[src/rtl/calendar_pkg.sv]
// Shared encodings for the calendar controller: FSM states, edited-field codes
// and month-length constants.
package calendar_pkg;

    typedef enum logic [1:0] {
        StRun      = 2'd0,
        StSetYear  = 2'd1,
        StSetMonth = 2'd2,
        StSetDay   = 2'd3
    } cal_state_e;

    localparam logic [1:0] SelNone  = 2'd0;
    localparam logic [1:0] SelYear  = 2'd1;
    localparam logic [1:0] SelMonth = 2'd2;
    localparam logic [1:0] SelDay   = 2'd3;

    localparam logic [4:0] DaysFeb     = 5'd28;
    localparam logic [4:0] DaysFebLeap = 5'd29;
    localparam logic [4:0] DaysShort   = 5'd30;
    localparam logic [4:0] DaysLong    = 5'd31;

    localparam logic [3:0] MonthFeb = 4'd2;
    localparam logic [3:0] MonthDec = 4'd12;

endpackage

[src/rtl/month_len.sv]
// Days in a month for a year offset from 2000; every year divisible by 4 is leap.
module month_len
    import calendar_pkg::*;
(
    input  logic [3:0] month,
    input  logic [6:0] year,
    output logic [4:0] limit
);

    always_comb begin
        case (month)
            4'd4, 4'd6, 4'd9, 4'd11: limit = DaysShort;
            MonthFeb:                limit = ((year % 7'd4) == 7'd0) ? DaysFebLeap : DaysFeb;
            default:                 limit = DaysLong;
        endcase
    end

endmodule

[src/rtl/calendar_ctrl.sv]
// Day/month/year calendar with tick advance and a mode/inc field editor.
// State is binary; BCD digits are split combinationally at the outputs.
module calendar_ctrl
    import calendar_pkg::*;
#(
    parameter int unsigned YEAR_MAX = 99,
    parameter int unsigned YEAR_RST = 0
) (
    input  logic       clk,
    input  logic       rst,
    input  logic       tick,
    input  logic       mode,
    input  logic       inc,
    output logic [3:0] year1,
    output logic [3:0] year2,
    output logic [3:0] month1,
    output logic [3:0] month2,
    output logic [3:0] day1,
    output logic [3:0] day2,
    output logic [4:0] limit,
    output logic [1:0] sel,
    output logic       month_carry,
    output logic       year_carry
);

    localparam logic [6:0] YearMax  = 7'(YEAR_MAX);
    localparam logic [6:0] YearInit = 7'(YEAR_RST);

    cal_state_e state_q, state_d;
    logic [4:0] day_q, day_n, day_d;
    logic [3:0] month_q, month_d;
    logic [6:0] year_q, year_d;
    logic [1:0] sel_q, sel_d;
    logic       month_carry_q, month_carry_d;
    logic       year_carry_q, year_carry_d;
    logic [4:0] limit_nxt;
    logic [6:0] year_inc;
    logic [3:0] month_inc;

    month_len u_len_cur (
        .month (month_q),
        .year  (year_q),
        .limit (limit)
    );

    // Length of the month being entered, used to clamp the day on the same edge.
    month_len u_len_nxt (
        .month (month_d),
        .year  (year_d),
        .limit (limit_nxt)
    );

    assign year_inc  = (year_q >= YearMax) ? 7'd0 : year_q + 7'd1;
    assign month_inc = (month_q >= MonthDec) ? 4'd1 : month_q + 4'd1;

    always_comb begin
        state_d       = state_q;
        day_n         = day_q;
        month_d       = month_q;
        year_d        = year_q;
        month_carry_d = 1'b0;
        year_carry_d  = 1'b0;
        if (mode) begin
            // mode takes priority; a coincident tick or inc is dropped
            unique case (state_q)
                StRun:      state_d = StSetYear;
                StSetYear:  state_d = StSetMonth;
                StSetMonth: state_d = StSetDay;
                StSetDay:   state_d = StRun;
            endcase
        end else begin
            unique case (state_q)
                StRun: begin
                    if (tick) begin
                        if (day_q >= limit) begin
                            day_n         = 5'd1;
                            month_d       = month_inc;
                            month_carry_d = 1'b1;
                            if (month_q >= MonthDec) begin
                                year_d       = year_inc;
                                year_carry_d = 1'b1;
                            end
                        end else begin
                            day_n = day_q + 5'd1;
                        end
                    end
                end
                StSetYear: begin
                    if (inc) year_d = year_inc;
                end
                StSetMonth: begin
                    if (inc) month_d = month_inc;
                end
                StSetDay: begin
                    if (inc) day_n = (day_q >= limit) ? 5'd1 : day_q + 5'd1;
                end
            endcase
        end
    end

    assign day_d = (day_n > limit_nxt) ? limit_nxt : day_n;

    always_comb begin
        unique case (state_d)
            StRun:      sel_d = SelNone;
            StSetYear:  sel_d = SelYear;
            StSetMonth: sel_d = SelMonth;
            StSetDay:   sel_d = SelDay;
        endcase
    end

    always_ff @(posedge clk or negedge rst) begin
        if (!rst) begin
            state_q       <= StRun;
            day_q         <= 5'd1;
            month_q       <= 4'd1;
            year_q        <= YearInit;
            sel_q         <= SelNone;
            month_carry_q <= 1'b0;
            year_carry_q  <= 1'b0;
        end else begin
            state_q       <= state_d;
            day_q         <= day_d;
            month_q       <= month_d;
            year_q        <= year_d;
            sel_q         <= sel_d;
            month_carry_q <= month_carry_d;
            year_carry_q  <= year_carry_d;
        end
    end

    assign sel         = sel_q;
    assign month_carry = month_carry_q;
    assign year_carry  = year_carry_q;

    assign year1  = 4'(year_q / 7'd10);
    assign year2  = 4'(year_q % 7'd10);
    assign month1 = month_q / 4'd10;
    assign month2 = month_q % 4'd10;
    assign day1   = 4'(day_q / 5'd10);
    assign day2   = 4'(day_q % 5'd10);

endmodule

[config.mk]
export PLATFORM = sky130hd
export DESIGN_NAME = calendar_ctrl
export DESIGN_NICKNAME = d
export VERILOG_FILES = /design/src/rtl/calendar_pkg.sv /design/src/rtl/month_len.sv /design/src/rtl/calendar_ctrl.sv
export SDC_FILE = /design/constraint.sdc
export NUM_CORES = 1
export LEC_CHECK = 0
export ABC_CLOCK_PERIOD_IN_PS = 6100
export CAP_MARGIN = 0
export CORE_MARGIN = 2
export CORE_UTILIZATION = 56
export DETAILED_ROUTE_END_ITERATION = 6
export PLACE_DENSITY = 0.83
export SLEW_MARGIN = 0
export SYNTH_ARGS = -nofsm -noshare
export SYNTH_HDL_FRONTEND = slang
export SYNTH_HIERARCHICAL = 1
export SYNTH_SLANG_ARGS = --single-unit
[constraint.sdc]
create_clock -name clk -period 6.1 [get_ports clk]
set_input_delay 0.915 -clock clk [delete_from_list [all_inputs] [get_ports clk]]
set_output_delay 0.915 -clock clk [all_outputs]
set_load 0.03 [all_outputs]
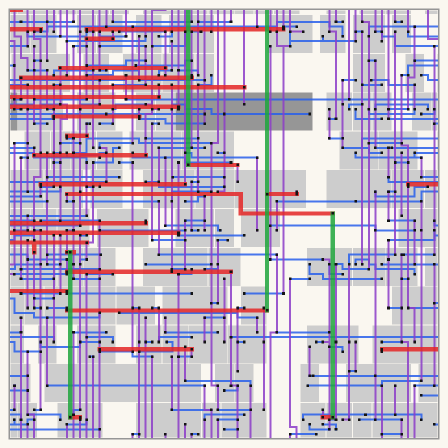
**Above:** close-up of the layout.
Region (22, 22) to (52, 52) µm. Cells in gray, sequential cells in the stronger gray; small squares are vias.
| color | layer |
|---|---|
| green | met4 |
| red | met3 |
| blue | met1 |
| purple | met2 |
netlist names of flops here include: `month_q` (1)
cells with their middle in the window: 88
most frequent: nand2_1 (12), a21oi_1 (8), ha_1 (6)
sequential cells in the window: 1

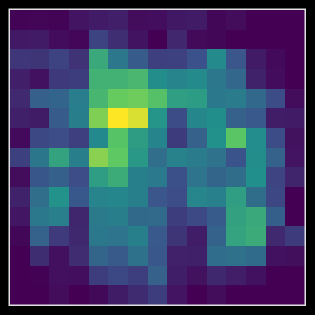
**Above:** signal metal coverage by tile.
(4 px per µm) The die is cut into 15 by 15 equal tiles; dark purple is low, yellow is high, scaled to the fullest tile. Values are wire area over tile area, all layers added.
mean over tiles: 0.19
nearly empty tiles: 14%
tiles over half the peak: 13%

[power groups by stage]
stage / combinational [mW] / clock (mW) / sequential, mW
after CTS: 1.15 / 0.144 / 0.315
after global placement: 1.11 / 0 / 0.315
final: 1.15 / 0.142 / 0.317
after detailed placement: 1.15 / 0 / 0.318
after global routing: 1.28 / 0.150 / 0.334
after floorplan: 0.875 / 0 / 0.279
[worst max-delay path, stage by stage, from the launching register on]
cell and delay, ns:
sky130_fd_sc_hd__dfrtp_1 0.76, sky130_fd_sc_hd__nor2b_4 0.39, sky130_fd_sc_hd__o2bb2ai_1 0.13, sky130_fd_sc_hd__a221oi_2 0.35
sky130_fd_sc_hd__ha_1 0.49, sky130_fd_sc_hd__and3_1 0.23, sky130_fd_sc_hd__a221oi_1 0.09, sky130_fd_sc_hd__nor4_2 0.47
sky130_fd_sc_hd__mux2i_1 0.26, sky130_fd_sc_hd__clkdlybuf4s50_1 0.69
[sequential cells by signal (all words and copies together) (netlist names)]
signal / flops
year_q: 7
day_q: 5
state_q: 2
month_carry: 1
sel: 2
year_carry: 1
month_q: 4
[how the worst max path moves through the flow]
stage | start | to | slack [ns] | cells after the start
2_1_floorplan | month_q[0] | day_q[1] | 1.14 | 20
4_1_cts | year_q[5] | year2[2] | 1.04 | 9
6_report | year_q[5] | year2[2] | 1.05 | 9
3_5_place_dp | month_q[3] | day_q[1] | 1.08 | 19
5_1_grt | month_q[3] | day_q[1] | 0.63 | 20
3_3_place_gp | inc | day_q[1] | 1.29 | 18
[cell usage after synthesis, types with 7 or more instances]
library cell	instances	share of area, %
sky130_fd_sc_hd__a21oi_1	20	3.7
sky130_fd_sc_hd__buf_4	15	4.1
sky130_fd_sc_hd__clkbuf_1	10	1.4
sky130_fd_sc_hd__dfrtp_1	20	18
sky130_fd_sc_hd__ha_1	30	14
sky130_fd_sc_hd__inv_1	27	3.7
sky130_fd_sc_hd__nand2_1	33	4.6
sky130_fd_sc_hd__nand2b_1	11	2.5
sky130_fd_sc_hd__nand3_1	8	1.5
sky130_fd_sc_hd__nor2_1	22	3.0
sky130_fd_sc_hd__nor3_1	10	1.8
sky130_fd_sc_hd__o21ai_0	26	4.8
sky130_fd_sc_hd__xnor2_1	7	2.3
[logic make-up (layout without fill, tap and decap cells)]
family / count (synthesis) / in the layout / share of synthesized area (%)
flops: 22 / 22 / 20.4
compound gates: 107 / 107 / 27.3
simple gates: 110 / 110 / 20.7
mux: 9 / 9 / 3.50
buf+inv: 58 / 61 / 10.7
fa+ha+maj: 30 / 30 / 13.8
other cells: 3 / 11 / 0.415
xor+xnor: 10 / 10 / 3.22
[area by class of cell]
class	count	area, µm²	share of cell area, %
inverter	27	101	3.39
sequential	22	553	18.5
multi-input combinational	277	1900	63.5
tap	54	67.6	2.26
timing repair buffer	30	298	9.95
clock inverter	1	30.0	1.00
clock buffer	3	41.3	1.38
[per-layer routing]
metal	vias up	track usage (%)	routed length, µm
met5	-	0	0
met4	0	7.68	88
met3	11	5.62	469
met2	92	43.3	3210
met1	1205	32.7	2470
li1	1253	-	-
==> metrics.log <==
[metrics] run summary
INFO  metric number_of_antenna_violations_at_the_first_check_in_global_routing = 0
INFO  metric dr_total_vias = 2561
INFO  metric yosys.stat.seqShare = 20.4%
INFO  metric clock_skew_after_layout = 0.00753 ns
INFO  metric antenna_left = 0
INFO  metric detailed_place_hpwl = 4720 µm
INFO  metric timing.hold.worst.class = reg -> reg
INFO  metric r2r-end = day_q[1]
INFO  metric quantity_of_gates_resized_following_cts = 0
INFO  metric drt_wl_total = 6240 µm
INFO  metric worst-endpoint-required = 5.18 ns
INFO  metric cts_post_setup_buffers_inserted = 0
INFO  metric timing.final.hold_violations = 0
INFO  metric placementRows = 25
INFO  metric post_dp_cell_area = 2920 µm²
INFO  metric dominantRegCellSynth = sky130_fd_sc_hd__dfrtp_1
INFO  metric drtIter0Drc = 157
INFO  metric report.final.setup_viol = 0
INFO  metric combinationalPowerShare = 71.5%
INFO  metric cts_max_path_buffers = 2
INFO  metric track_usage = 25.6%
INFO  metric tritoncts = yes
INFO  metric layout_top_cell_excl_fill_tap = sky130_fd_sc_hd__nand2_1
INFO  metric slew_viol_final = 0
INFO  metric post-route-util = 63.8%
INFO  metric hold_buffers = 0
INFO  metric placement.setup.worst_slack = 1.08 ns
INFO  metric netSwitchingPower = 0.827 mW
INFO  metric synth.yosys.num_cells = 349
INFO  metric grt_pass1_vias = 2371
INFO  metric final_critical_path_setup_slack = 1.05 ns
INFO  metric async_reset_ff_share = 100%
INFO  metric cap_violations = 0
INFO  metric ys_area = 2720 µm²
INFO  metric post_drt_via_cell_ratio = 6.19
INFO  metric chip_area = 5420 µm²
INFO  metric share_of_post_route_cells_with_drive_strength_above_1 = 5.56%
INFO  metric finalClockPeriodUsage = 82.8%
INFO  metric clockPowerShare = 8.8%
INFO  metric worst_pin_slew = 1.04 ns
INFO  metric tritoncts_num_sinks = 22
INFO  metric die.size.x = 73.6 µm
INFO  metric cts_root_buf = sky130_fd_sc_hd__clkbuf_8
INFO  metric timing.setup.tns = 0 ns
INFO  metric synth-edff-count = 0
INFO  metric insertion_delay_at_the_late_pin_of_the_worst_skew_pair = 0.28 ns
INFO  metric layout-area-overhead-vs-synth = 10.2%
INFO  metric mappedNetlistArea = 2720 µm²
INFO  metric share_of_power_burned_in_registers = 19.7%
INFO  metric p_int = 0.786 mW
INFO  metric cts_htree_levels = 1
INFO  metric max_clock_freq = 0.198 GHz
INFO  metric path_clk_slew = 0.09 ns
INFO  metric final_critical_period = 5.05 ns
INFO  metric hold_ws = 0.579 ns
INFO  metric floorplan.core_area = 4690 µm²
INFO  metric grt_start_max_net_pins = 23
INFO  metric finalNetCount = 396
INFO  metric grt_pass1_wl = 10900 µm
INFO  metric timing.hold.worst_endpoint = sel[0]
INFO  metric commonest_non_fill_non_tap_cells_in_the_layout = sky130_fd_sc_hd__nand2_1, sky130_fd_sc_hd__ha_1, sky130_fd_sc_hd__clkdlybuf4s50_1
INFO  metric grt_setup_unrepaired = no
INFO  metric crit-reg2reg-launch = month_q[3]
INFO  metric critPathCaptureType = primary output
INFO  metric dpl.cell_count = 410
INFO  metric num-fill-cells = 413
INFO  metric grt.overflow.total = 0
INFO  metric power.total = 1.61 mW
INFO  metric post_synth.cell_area_avg = 7.78 µm²
INFO  metric route.detailed.drc = 0
INFO  metric top_level_ports = 38
INFO  metric power-per-cell-area = 539 nW/µm²
INFO  metric outcome = finished clean
INFO  metric path_class = reg -> out
INFO  metric cts_made_buffers = 3
INFO  metric routed_wire_length_per_instance = 15.1 µm
INFO  metric min_delay_path_depth = 1
INFO  metric timing.reg2reg.setup_slack = 1.05 ns
INFO  metric weighted_congestion_reported_at_the_end_of_routability_driven_placement = 1.02
INFO  metric synth.yosys.warnings = 6
INFO  metric critical_path_at = 4.14 ns
INFO  metric floorplanUtilization = 57.9%
No activity file was given, so power comes from the tool's default toggle rates.
